Run 1, signal wires on met3:
Drawn at 1.5 px/um.
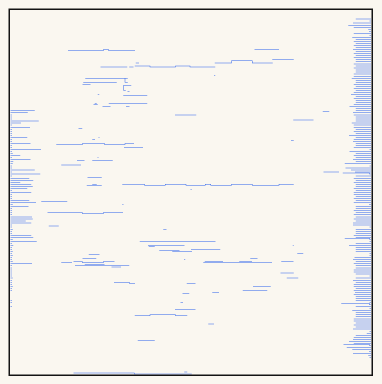
Run 1, cell placement:
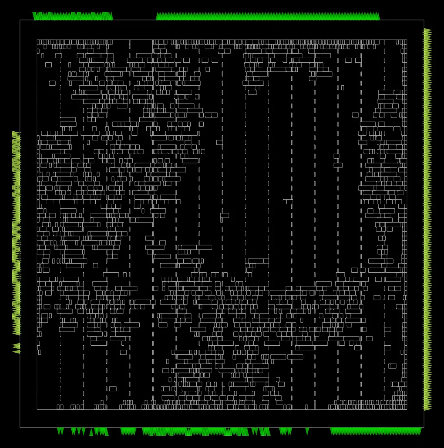
Run 1, sequential cells colored by netlist name:
Drawn at 2 px/um. Other sequential cells in the stronger gray, the rest of the logic in the fainter gray.
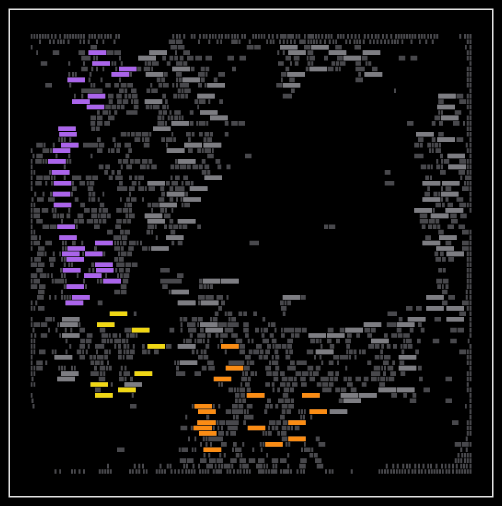
===== config.mk =====
export PLATFORM = sky130hd
export DESIGN_NAME = pkt_gen
export DESIGN_NICKNAME = d
export VERILOG_FILES = /design/src/rtl/pkt_gen_pkg.sv /design/src/rtl/pkt_gen_beat_ctr.sv /design/src/rtl/pkt_gen.sv
export SDC_FILE = /design/constraint.sdc
export NUM_CORES = 1
export LEC_CHECK = 0
export ABC_AREA = 0
export CORE_AREA = 10 10 231 233
export CTS_BUF_LIST = sky130_fd_sc_hd__clkbuf_4 sky130_fd_sc_hd__clkbuf_8
export CTS_CLUSTER_SIZE = 24
export DETAILED_ROUTE_END_ITERATION = 10
export DIE_AREA = 0 0 241 243
export PLACE_DENSITY = 0.6
export SYNTH_ARGS = -nofsm -noshare
export SYNTH_HDL_FRONTEND = slang
export SYNTH_SLANG_ARGS = --single-unit

===== constraint.sdc =====
create_clock -name clk -period 7.9 [get_ports clk]
set_input_delay 1.975 -clock clk [delete_from_list [all_inputs] [get_ports clk]]
set_output_delay 1.975 -clock clk [all_outputs]
set_load 0.01 [all_outputs]

===== src/rtl/pkt_gen_pkg.sv =====
// -----------------------------------------------------------------------------
// pkt_gen_pkg
// Shared types and helpers for the packet generator.
//   state_t     : generator FSM states (IDLE, SEND, GAP)
//   SEQ_W       : width of the packet sequence number carried in the payload
//   BEATIDX_W   : width of the beat index carried in the payload
//   calc_beats  : beats per packet = ceil(len / bytes_per_beat), len 0 -> 1
//   calc_empty  : unused bytes in the final beat
// -----------------------------------------------------------------------------
package pkt_gen_pkg;

  typedef enum logic [1:0] {
    IDLE = 2'd0,
    SEND = 2'd1,
    GAP  = 2'd2
  } state_t;

  localparam int SEQ_W     = 32;
  localparam int BEATIDX_W = 16;

  // Bytes per beat is a power of two, so the ceiling division is an add
  // and a shift.
  function automatic logic [BEATIDX_W-1:0] calc_beats(input logic [31:0] len,
                                                      input int unsigned log2_bytes);
    logic [31:0] l;
    logic [31:0] mask;
    l          = (len == 32'd0) ? 32'd1 : len;
    mask       = (32'd1 << log2_bytes) - 32'd1;
    calc_beats = BEATIDX_W'((l + mask) >> log2_bytes);
  endfunction

  // (bytes - len mod bytes) mod bytes == (-len) mod bytes.
  function automatic logic [31:0] calc_empty(input logic [31:0] len,
                                             input int unsigned log2_bytes);
    logic [31:0] l;
    logic [31:0] mask;
    l          = (len == 32'd0) ? 32'd1 : len;
    mask       = (32'd1 << log2_bytes) - 32'd1;
    calc_empty = (32'd0 - l) & mask;
  endfunction

endpackage


===== src/rtl/pkt_gen_beat_ctr.sv =====
// -----------------------------------------------------------------------------
// pkt_gen_beat_ctr
// Per-packet beat counter with last-beat and empty decode.
//   clk, rst     : clock, asynchronous active-low reset
//   i_len        : latched packet length in bytes (0 treated as 1)
//   i_clear      : restart the count at beat 0 (new run)
//   i_adv        : current beat accepted by the sink
//   o_beat_idx   : index of the beat currently presented
//   o_last       : current beat is the final beat of the packet
//   o_empty      : unused bytes in the final beat
// The counter wraps to 0 when the last beat is accepted, so it is already
// positioned on beat 0 of the following packet.
// -----------------------------------------------------------------------------
module pkt_gen_beat_ctr
  import pkt_gen_pkg::*;
#(
  parameter int DWIDTH  = 512,
  parameter int EMPTY_W = 6,
  parameter int LEN_W   = 16
) (
  input  logic                 clk,
  input  logic                 rst,
  input  logic [LEN_W-1:0]     i_len,
  input  logic                 i_clear,
  input  logic                 i_adv,
  output logic [BEATIDX_W-1:0] o_beat_idx,
  output logic                 o_last,
  output logic [EMPTY_W-1:0]   o_empty
);

  localparam int unsigned LOG2_BYTES = $clog2(DWIDTH / 8);

  logic [BEATIDX_W-1:0] r_beat;
  logic [BEATIDX_W-1:0] w_beats;

  assign w_beats    = calc_beats(32'(i_len), LOG2_BYTES);
  assign o_last     = (r_beat == (w_beats - BEATIDX_W'(1)));
  assign o_empty    = EMPTY_W'(calc_empty(32'(i_len), LOG2_BYTES));
  assign o_beat_idx = r_beat;

  always_ff @(posedge clk or negedge rst) begin
    if (!rst) begin
      r_beat <= '0;
    end else if (i_clear) begin
      r_beat <= '0;
    end else if (i_adv) begin
      r_beat <= o_last ? '0 : r_beat + BEATIDX_W'(1);
    end
  end

endmodule


===== src/rtl/pkt_gen.sv =====
// -----------------------------------------------------------------------------
// pkt_gen
// Packet stream source: emits sop/eop/valid framed packets under ready
// backpressure. Configure cfg_* and pulse start.
// Optional macro: PKT_GEN_ERR_INJECT_EN adds input err_inject; when set at
// start, every packet with seq mod 4 == 3 is sent without its eop flag.
//
// Handshake: a beat transfers on a cycle where out_valid & out_ready are both
// high; while out_valid is high and out_ready low, out_data/sop/eop/empty hold;
// out_valid comes straight from the state register, never from out_ready, and
// stays high for the whole packet.
//
// Ports:
//   clk, rst        : clock, asynchronous active-low reset
//   start, stop     : run start pulse / sticky end-after-current-packet request
//   cfg_num_pkts    : packets per run, 0 = until stop
//   cfg_len         : packet length in bytes (0 -> 1)
//   cfg_gap         : idle cycles between eop and next sop
//   out_data/valid/sop/eop/empty, out_ready : stream source
//   busy            : run in progress
//   done            : one-cycle pulse after the run's final eop is accepted
//   pkts_sent       : accepted final-beat count, cleared only by reset
//   dbg_state       : FSM state for observation
// -----------------------------------------------------------------------------
module pkt_gen
  import pkt_gen_pkg::*;
#(
  parameter int DWIDTH  = 512,
  parameter int EMPTY_W = 6,
  parameter int LEN_W   = 16,
  parameter int GAP_W   = 8
) (
  input  logic               clk,
  input  logic               rst,
  input  logic               start,
  input  logic               stop,
  input  logic [31:0]        cfg_num_pkts,
  input  logic [LEN_W-1:0]   cfg_len,
  input  logic [GAP_W-1:0]   cfg_gap,
  output logic [DWIDTH-1:0]  out_data,
  output logic               out_valid,
  output logic               out_sop,
  output logic               out_eop,
  output logic [EMPTY_W-1:0] out_empty,
  input  logic               out_ready,
  output logic               busy,
  output logic               done,
  output logic [31:0]        pkts_sent,
  output state_t             dbg_state
`ifdef PKT_GEN_ERR_INJECT_EN
  ,
  input  logic               err_inject
`endif
);

  state_t               r_state;
  state_t               w_state_nxt;
  logic [LEN_W-1:0]     r_len;
  logic [31:0]          r_num;
  logic [GAP_W-1:0]     r_gap;
  logic [GAP_W-1:0]     r_gap_cnt;
  logic [SEQ_W-1:0]     r_seq;
  logic                 r_stop;
  logic                 r_done;
  logic [31:0]          r_pkts_sent;

  logic                 w_load;
  logic                 w_done_nxt;
  logic                 w_to_gap;
  logic                 w_acc;
  logic                 w_last_acc;
  logic                 w_final;
  logic                 w_end_run;
  logic                 w_eop_mask;
  logic [BEATIDX_W-1:0] w_beat_idx;
  logic                 w_last;
  logic [EMPTY_W-1:0]   w_empty;

`ifdef PKT_GEN_ERR_INJECT_EN
  logic r_err;
  always_ff @(posedge clk or negedge rst) begin
    if (!rst)        r_err <= 1'b0;
    else if (w_load) r_err <= err_inject;
  end
  assign w_eop_mask = r_err && (r_seq[1:0] == 2'b11);
`else
  assign w_eop_mask = 1'b0;
`endif

  pkt_gen_beat_ctr #(
    .DWIDTH  (DWIDTH),
    .EMPTY_W (EMPTY_W),
    .LEN_W   (LEN_W)
  ) u_beat_ctr (
    .clk        (clk),
    .rst        (rst),
    .i_len      (r_len),
    .i_clear    (w_load),
    .i_adv      (w_acc),
    .o_beat_idx (w_beat_idx),
    .o_last     (w_last),
    .o_empty    (w_empty)
  );

  assign out_valid  = (r_state == SEND);
  assign w_acc      = out_valid && out_ready;
  assign w_last_acc = w_acc && w_last;
  assign w_final    = (r_num != 32'd0) && (r_seq == (r_num - 32'd1));
  // A stop arriving in the very cycle of the eop accept still ends the run.
  assign w_end_run  = w_final || r_stop || stop;

  always_comb begin
    w_state_nxt = r_state;
    w_load      = 1'b0;
    w_done_nxt  = 1'b0;
    w_to_gap    = 1'b0;
    case (r_state)
      IDLE: begin
        if (start) begin
          w_state_nxt = SEND;
          w_load      = 1'b1;
        end
      end
      SEND: begin
        if (w_last_acc) begin
          if (w_end_run) begin
            w_state_nxt = IDLE;
            w_done_nxt  = 1'b1;
          end else if (r_gap != '0) begin
            w_state_nxt = GAP;
            w_to_gap    = 1'b1;
          end
        end
      end
      GAP: begin
        if (stop || r_stop) begin
          w_state_nxt = IDLE;
          w_done_nxt  = 1'b1;
        end else if (r_gap_cnt == '0) begin
          w_state_nxt = SEND;
        end
      end
      default: w_state_nxt = IDLE;
    endcase
  end

  always_ff @(posedge clk or negedge rst) begin
    if (!rst) begin
      r_state     <= IDLE;
      r_len       <= '0;
      r_num       <= '0;
      r_gap       <= '0;
      r_gap_cnt   <= '0;
      r_seq       <= '0;
      r_stop      <= 1'b0;
      r_done      <= 1'b0;
      r_pkts_sent <= '0;
    end else begin
      r_state <= w_state_nxt;
      r_done  <= w_done_nxt;
      if (w_load) begin
        r_len  <= cfg_len;
        r_num  <= cfg_num_pkts;
        r_gap  <= cfg_gap;
        r_seq  <= '0;
        r_stop <= 1'b0;
      end else begin
        if (stop && (r_state != IDLE)) r_stop <= 1'b1;
        if (w_state_nxt == IDLE)       r_stop <= 1'b0;
        if (w_last_acc)                r_seq  <= r_seq + SEQ_W'(1);
        // Loaded with gap-1 so GAP lasts exactly r_gap cycles.
        if (w_to_gap)
          r_gap_cnt <= r_gap - GAP_W'(1);
        else if ((r_state == GAP) && (r_gap_cnt != '0))
          r_gap_cnt <= r_gap_cnt - GAP_W'(1);
      end
      // Counts final-beat accepts, including ones whose eop flag was masked.
      if (w_last_acc) r_pkts_sent <= r_pkts_sent + 32'd1;
    end
  end

  always_comb begin
    out_data = '0;
    if (out_valid) begin
      out_data[DWIDTH-1 -: SEQ_W]      = r_seq;
      out_data[DWIDTH-33 -: BEATIDX_W] = w_beat_idx;
    end
  end

  assign out_sop   = out_valid && (w_beat_idx == '0);
  assign out_eop   = out_valid && w_last && !w_eop_mask;
  assign out_empty = (out_valid && w_last) ? w_empty : '0;
  assign busy      = (r_state != IDLE);
  assign done      = r_done;
  assign pkts_sent = r_pkts_sent;
  assign dbg_state = r_state;

endmodule


==> flow_summary.ini, run 1 <==
; physical design summary
[final_timing]
fin_skew_ns = 0.0154
tightest_slew_ns = 0.933
fmax_mhz = 133
period_used_share = 0.955
finalCriticalPeriod_ns = 7.54
tns_ns = 0
maxSlewHeadroom = 0.372
worst_slack_ns = 0.359

[setup_path]
path_cells = nor4_4 > nand2_1 > nor2_1 > a41oi_2 > ha_2 > nor3b_4 > nand2_2 > xnor2_1 > ha_2 > or3b_1 > and4_1 > or4_1 > a22oi_2 > o211a_1 > and2_1 > nand2_1 > nor2_1 > clkdlybuf4s50_1
crit_arrival_ns = 5.57
cpPeakStageDelay_ns = 0.56
crit_fanout = 6
startpoint = r_len[4]$_DFFE_PN0P_

[detailed_routing]
via_count = 10200
dr.first_iter.drc_count = 561
wl_per_cell_um = 17.0
firstDrtPassIters = 5
ant_nets = 0
vias_per_cell = 4.27
wl_um = 40700
drcViolationCount = 0

[clocking]
clockBufferDepth = 2
clk_pin_slew_ns = 0.10
clock_latency_ns = 0.56
cts_hold_buf = 0
cts_tree = done
cts.sinks = 148

[synth]
synthCells = 1637
area_leaders = dfrtp_1, buf_4, nand2_1
enable_flop_cells = 0
yosys_warnings = 0
yosys_cells = 1637
flop_cell = dfrtp_1
avgSynthCellArea_um2 = 8.14
ys_ff = 148
top_area_frac = 0.278
yosysUniqueCellTypes = 77
ys_chip_area_um2 = 13300

[worst_hold_path]
hold_path.class = reg -> reg
hp-start = pkts_sent[31]$_DFFE_PN0N_

[floorplan]
die_area_um2 = 58600
coreArea_um2 = 48600
num_io_pins = 618
chipHeight_um = 243
fp_util = 0.274

[flow_run]
tool_warnings = 30
max_cap_viol_count = 0

[finish]
nets = 1822
area_delta_synth_final_pct = 6.19
layout-drive-gt1-share = 0.0397
finalInstanceArea_um2 = 14200

[placed_design]
gp_congestion = 0.856
numPortBuffers = 153
postPlaceCellArea_um2 = 13700

[power_and_ir_drop]
p_leak_nw = 6.96
power_mw = 1.74
ir_worst_vdd_mv = 0.0960
pwr_density_cell_nw_per_um2 = 123

[grt]
gr-usage-all-layers = 0.131
grt_start_max_net_pins = 82
first_global_vias = 9851

[status]
status = finished, final reports clean
## Picture notes: 'signal wires on met3'
wire length on this layer = 3330 um
main direction = horizontal
longest straight run = 50.1 um

## Picture notes: 'cell placement'
# rows: 81
flop share of the area: 0.262
Tap Count: 622

## Picture notes: 'sequential cells colored by netlist name'
yellow -> r_gap_cnt  # sequential cells 8, where south-west
orange -> r_len  # sequential cells 16, where south
purple -> r_num  # sequential cells 32
not colored = 92

run 1: registers in the layout, summed over array words and instances, names as in the netlist:
name,count
r_gap,8
r_seq,32
dbg_state,2
r_num,32
r_len,16
done,1
r_stop,1
pkts_sent,32
r_gap_cnt,8
u_beat_ctr.o_beat_idx,16
run 1: cell families after synthesis:
kind of cell    after synthesis  share of synthesized area
buf+inv                     566                      0.292
mux                          23                     0.0174
xor+xnor                    106                     0.0707
compound gates              178                     0.0990
simple gates                603                      0.231
other cells                   1                   0.000281
flops                       148                      0.278
fa+ha+maj                    12                     0.0113
run 1: routing by layer:
metal | share of wire | up-vias | GRT usage | wire length [um]
li1 | - | 4837 | - | -
met1 | 0.41 | 4926 | 0.154 | 16700
met2 | 0.49 | 405 | 0.223 | 20100
met3 | 0.082 | 32 | 0.0384 | 3330
met4 | 0.014 | 0 | 0.0436 | 580
met5 | 0 | - | 0 | 0
run 1: cell usage in the layout (no fill, tap or decap), drive strengths merged, types with 15 or more instances in the layout:
cell / instances
conb: 464
nand2: 231
clkdlybuf4s50: 152
dfrtp: 148
nor2: 74
xnor2: 69
and2: 59
nand3: 46
xor2: 36
inv: 34
and3: 31
nand4: 30
o21ai: 25
mux2i: 22
nor4: 22
nor3: 21
a21oi: 20
clkbuf: 19
or4: 19
o21a: 17
buf: 15
run 1: cell type report:
class | count | area, um^2
diodes | 3 | 7.51
clock buffers | 19 | 255
clock inverters | 13 | 149
fillers | 5214 | 34500
inverters | 29 | 109
multi-input cells | 1386 | 7510
flip-flops and latches | 148 | 3710
well taps | 622 | 778
repair buffers | 167 | 1640
run 1: path summary, 6_finish.rpt:
check	end	slack (ns)	cells after the start
hold reg to reg	pkts_sent[31]$_DFFE_PN0N_	0.48	1
setup reg to reg	r_gap_cnt[6]$_DFFE_PN0P_	1.81	25
min in group asynchronous	done$_DFF_PN0_	1.45	1
hold / removal	pkts_sent[31]$_DFFE_PN0N_	0.48	1
setup / recovery	out_empty[3]	0.36	18
max in group asynchronous	r_num[14]$_DFFE_PN0P_	5.00	2
run 1: critical path: cells and delay by family (launching register included):
| family | cells | cell delay (ns) |
|---|---|---|
| AND/OR/NAND/NOR | 11 | 2.61 |
| AND-OR/OR-AND | 3 | 0.70 |
| buffers and inverters | 1 | 0.56 |
| adder cells (fa/ha/maj) | 2 | 0.51 |
| flip-flops | 1 | 0.47 |
| XOR/XNOR | 1 | 0.15 |
run 1: per-stage QoR:
stage | hold slack [ns] | util | instances
after floorplan | 0.441 | - | 2100
after global placement | 0.461 | 0.281 | 2349
after detailed placement | 0.460 | 0.281 | 2349
after CTS | 0.486 | 0.290 | 2381
after global routing | 0.511 | 0.291 | 2385
final | 0.480 | 0.291 | 2387
run 1: power by group:
part           internal [mW]  switching, mW
clock                  0.297          0.362
combinational         0.0874          0.202
sequential             0.766         0.0209
run 1: timing repair:
item                                    4_1_cts  5_1_grt
endpoints found under the hold margin         0        0
setup buffers                                 0        3
resized                                       2        6
endpoints found under the setup margin        7        7
pin swaps                                     1        1
Run 1, cell classes on the final placement:
Drawn at 1 px/um.
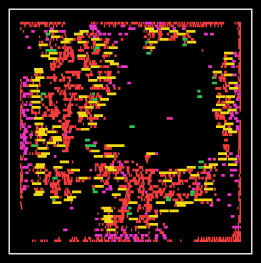

==> run 1 -> run 2 <==
Settings changed: CORE_AREA 10 10 231 233 to 2 2 243 245, DIE_AREA 0 0 241 243 to 0 0 245 247, PLACE_DENSITY 0.6 to 0.53, SKIP_CTS_REPAIR_TIMING set to 1.
Run 2, cell classes on the final placement:
Drawn at 1 px/um.
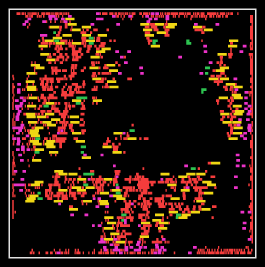
green -> clock drivers and dummy loads  # cells 31, share of their area 3.0%
magenta -> remaining buffers and delay cells  # cells 168, share of their area 12%
red -> remaining logic cells  # cells 1415, share of their area 57%
yellow -> registers  # cells 148, share of their area 28%
core area: 58200 um^2
final instance area: 14300 um^2
# rows: 89

Run 2, cell placement:
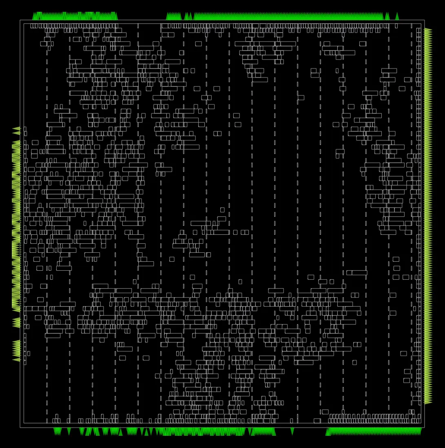
Layout fillers: 6381
fin cells: 2537
final core utilization: 0.246
flop share of the area: 0.258
Tap Count: 773

Run 2, sequential cells colored by netlist name:
Drawn at 2 px/um. Other sequential cells in the stronger gray, the rest of the logic in the fainter gray.
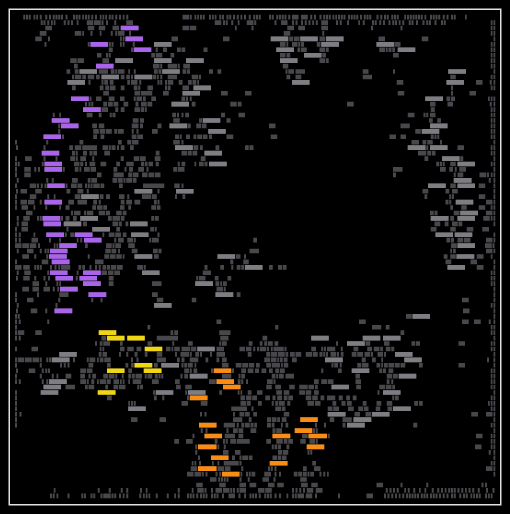
yellow -> r_gap_cnt  # sequential cells 8
orange -> r_len  # sequential cells 16, where south
purple -> r_num  # sequential cells 32
not colored = 92
Seq power: 786 uW
Register Area: 3710 um^2

==> flow_summary.ini, run 2 <==
; physical design summary
[status]
status = finished, final reports clean

[grt]
first_global_vias = 9011
gr-usage-all-layers = 0.121

[detailed_routing]
wl_um = 37200
drcViolationCount = 0
dr.first_iter.drc_count = 545
vias_per_cell = 4.05
ant_nets = 0
via_count = 10300
wl_per_cell_um = 14.7
firstDrtPassIters = 5

[worst_hold_path]
hold_path.class = reg -> reg
hp-start = pkts_sent[31]$_DFFE_PN0N_
hold_end = pkts_sent[31]$_DFFE_PN0N_
holdPathStages = 1

[setup_path]
r2r.worst_path.cells = 23
crit_arrival_ns = 5.47
startpoint = r_len[8]$_DFFE_PN0P_
path_buffers = 1
criticalPathCategory = reg -> out
rr_endpoint = r_gap_cnt[6]$_DFFE_PN0P_
path_cells = nor3_1 > a41oi_2 > ha_2 > nor3b_4 > nand2_2 > xnor2_1 > ha_1 > or3b_1 > and4_1 > or4_1 > a22oi_2 > o211a_1 > and2_1 > nand2_1 > nor2_1 > clkdlybuf4s50_1
crit_fanout = 10
cpPeakStageDelay_ns = 0.59
crit_family = simple AND/OR/NAND/NOR gates

[synth]
enable_flop_cells = 0
avgSynthCellArea_um2 = 8.14
yosys_cells = 1637
synthCells = 1637
area_leaders = dfrtp_1, buf_4, nand2_1
ys_chip_area_um2 = 13300
yosys_warnings = 0
flop_cell = dfrtp_1

[power_and_ir_drop]
power_mw = 1.72
ir_worst_vdd_mv = 0.127
pwr_density_cell_nw_per_um2 = 120
p_leak_nw = 6.96

[finish]
layout-drive-gt1-share = 0.0403
final_common_cell = conb_1
layout_top_cells = conb_1, nand2_1, clkdlybuf4s50_1
nets = 1823

[floorplan]
chipHeight_um = 247
fp_util = 0.229
die_area_um2 = 60500

[final_timing]
maxSlewHeadroom = 0.339
fmax_mhz = 134
finalCriticalPeriod_ns = 7.44
period_used_share = 0.942
whs_ns = 0.476
tns_ns = 0
fin_skew_ns = 0.0254

[placed_design]
gp_congestion = 0.842
postPlaceCellArea_um2 = 13900
numPortBuffers = 153

[clocking]
cts_tree = done
clock_latency_ns = 0.58
clk_pin_slew_ns = 0.09
clockBufferDepth = 2
cts.sinks = 148

[flow_run]
max_cap_viol_count = 0
tool_warnings = 30
[run 2: cell counts after synthesis]
Identical to the previous run, type by type.
[run 2: per-layer routing]
metal / part of all wire / wire length, um / track usage / vias up
li1: - / - / - / 4857
met1: 0.46 / 17000 / 0.163 / 4963
met2: 0.47 / 17500 / 0.189 / 408
met3: 0.056 / 2080 / 0.0262 / 37
met4: 0.017 / 628 / 0.0434 / 0
met5: 0 / 0 / 0 / -
[run 2: where the power goes]
group,internal (mW),switching (mW)
combinational,0.0873,0.192
clock,0.300,0.352
sequential,0.766,0.0205
total,1.15,0.564
[run 2: final cells by class]
class	instances	area, um^2
Fill cell	6381	43900
Multi-Input combinational cell	1386	7510
Sequential cell	148	3710
Timing Repair Buffer	168	1650
Tap cell	773	967
Clock buffer	20	269
Clock inverter	11	129
Inverter	29	109
Antenna cell	2	5.00
[run 2: worst max-delay path by stage]
stage | end | cells after the start
floorplan | out_empty[2] | 17
global route | out_empty[5] | 18
detailed placement | out_empty[3] | 18
CTS | out_empty[3] | 18
global placement | out_empty[3] | 18
finish | out_empty[3] | 16
[run 2: cells by family (layout without fill, tap and decap cells)]
logic type,count (synthesis),after routing,share of synthesized area
simple gates,603,603,0.231
buf+inv,566,228,0.292
compound gates,178,178,0.0990
flops,148,148,0.278
xor+xnor,106,106,0.0707
mux,23,23,0.0174
fa+ha+maj,12,12,0.0113
other cells,1,466,0.000281
[run 2: per-stage QoR]
stage          instances  setup slack (ns)
2_1_floorplan       2100              1.79
3_3_place_gp        2500             0.641
3_5_place_dp        2500             0.459
4_1_cts             2531            -0.201
5_1_grt             2536            0.0683
6_report            2537             0.457
Run 2, signal wires on met3:
Drawn at 1.5 px/um.
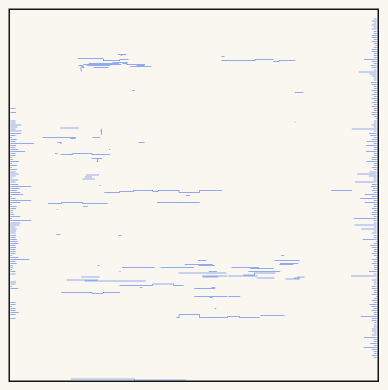

==> run 2 -> run 3 <==
Settings changed: CORE_AREA 2 2 243 245 to 5 5 238 240, DIE_AREA 0 0 245 247 to 0 0 243 245, PLACE_DENSITY 0.53 to 0.56.
Run 3, signal wires on met3:
Drawn at 1.5 px/um.
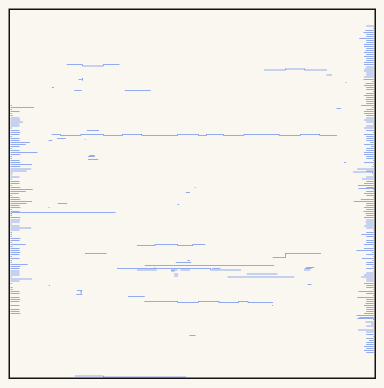
nets with wire on the layer = 295
longest straight run = 86.0 um
wire length on this layer = 2350 um
main direction = horizontal
via count: 10200
GR Layer Usage met3: 0.0327
Post-Route WL: 38400 um

Run 3, sequential cells colored by netlist name:
Drawn at 2 px/um. Other sequential cells in the stronger gray, the rest of the logic in the fainter gray.
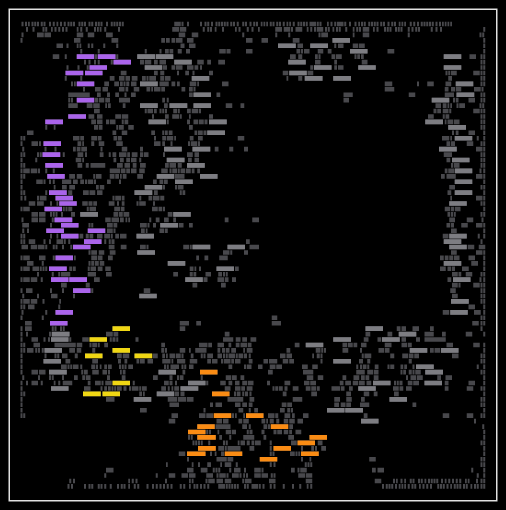
orange -> r_len  # sequential cells 16, where south
yellow -> r_gap_cnt  # sequential cells 8
purple -> r_num  # sequential cells 32
final core utilization: 0.263
Seq power: 785 uW
Register Area: 3710 um^2
flop share of the area: 0.259

==> flow_summary.ini, run 3 <==
; physical design summary
[status]
status = finished, final reports clean

[synth]
top_area_frac = 0.278
yosysUniqueCellTypes = 77
yosys_warnings = 0
avgSynthCellArea_um2 = 8.14
ys_chip_area_um2 = 13300
area_leaders = dfrtp_1, buf_4, nand2_1

[setup_path]
rr_endpoint = r_gap_cnt[6]$_DFFE_PN0P_
path_buffers = 1
rrSetupSlack_ns = 1.79
crit_fanout = 8
crit_family = simple AND/OR/NAND/NOR gates
crit_arrival_ns = 5.58

[placed_design]
place_ws_ns = 0.516
numPortBuffers = 153
dp.cells = 2434
gp_congestion = 0.853

[final_timing]
finalCriticalPeriod_ns = 7.55
worst_slack_ns = 0.347
period_used_share = 0.956
fmax_mhz = 132

[grt]
gr-usage-all-layers = 0.122
grt_start_max_net_pins = 100

[detailed_routing]
m1WireLength_um = 16700
firstDrtPassIters = 5
drcViolationCount = 0
wl_per_cell_um = 15.6
ant_nets = 0
top_layer_used = met4
wl_met2_um = 18800
dr.first_iter.drc_count = 605
wl_met3_um = 2350

[worst_hold_path]
hp-start = r_gap_cnt[7]$_DFFE_PN0P_
hold_path.class = reg -> reg
holdPathStages = 1

[finish]
nets = 1825
layout_top_cells = conb_1, nand2_1, clkdlybuf4s50_1

[flow_run]
max_cap_viol_count = 0
tool_warnings = 30

[floorplan]
fp_util = 0.245
chipHeight_um = 245
die_area_um2 = 59500
num_io_pins = 618

[clocking]
clk_pin_slew_ns = 0.09
clock_latency_ns = 0.56
cts.sinks = 148
Run 3, cell placement:
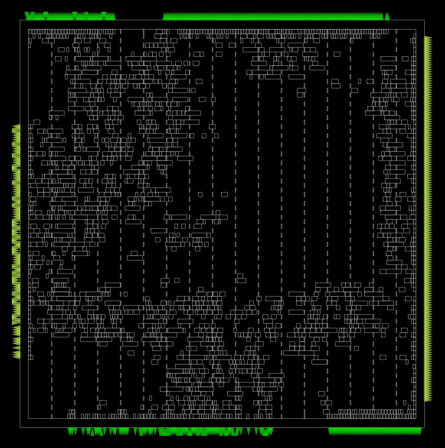
Tap Count: 704
# rows: 86
flop count: 148
core area: 54400 um^2
fin cells: 2470

==> run 3: cell counts after synthesis <==
No cell type changed its count.
==> run 3: worst max path at each step <==
stage / startpoint / to / cells after the start
floorplan: r_len[3]$_DFFE_PN0P_ / out_empty[2] / 17
global placement: r_len[3]$_DFFE_PN0P_ / out_empty[0] / 18
detailed placement: r_len[3]$_DFFE_PN0P_ / out_empty[5] / 18
CTS: r_len[3]$_DFFE_PN0P_ / out_empty[3] / 18
global route: r_len[4]$_DFFE_PN0P_ / out_empty[5] / 17
finish: r_len[4]$_DFFE_PN0P_ / out_empty[2] / 17
==> run 3: layout make-up <==
| cell class | instances | area, um^2 |
|---|---|---|
| antenna | 1 | 2.50 |
| clock buffer | 20 | 263 |
| clock inverter | 12 | 171 |
| fill | 5893 | 40100 |
| tap | 704 | 881 |
| inverter | 29 | 109 |
| timing repair buffer | 170 | 1660 |
| multi-input combinational | 1386 | 7510 |
| sequential | 148 | 3710 |
==> run 3: report_power, final <==
part | internal, mW | total, mW | switching, mW
logic | 0.0907 | 0.290 | 0.199
registers | 0.766 | 0.785 | 0.0196
clock network | 0.334 | 0.682 | 0.349
total | 1.19 | 1.76 | 0.567
==> run 3: per-stage QoR <==
stage | cell area, um^2 | utilization | setup TNS [ns]
4_1_cts | 14200 | 0.262 | -0.966
3_5_place_dp | 13800 | 0.254 | 0
6_report | 14300 | 0.263 | 0
3_3_place_gp | 13800 | 0.254 | 0
5_1_grt | 14300 | 0.263 | 0
2_1_floorplan | 15100 | - | 0
==> run 3: kinds of logic after synthesis <==
logic type,Yosys count,synth area share
AND/OR/NAND/NOR,603,0.231
flip-flops,148,0.278
multiplexers,23,0.0174
adder cells (fa/ha/maj),12,0.0113
buffers and inverters,566,0.292
other,1,0.000281
XOR/XNOR,106,0.0707
AND-OR/OR-AND,178,0.0990
==> run 3: layer usage <==
metal	vias to the layer above	GRT usage
met4	0	0.0387
met2	354	0.201
met3	26	0.0327
li1	4849	-
met1	4994	0.157
met5	-	0
Power and IR drop assume default switching activity.
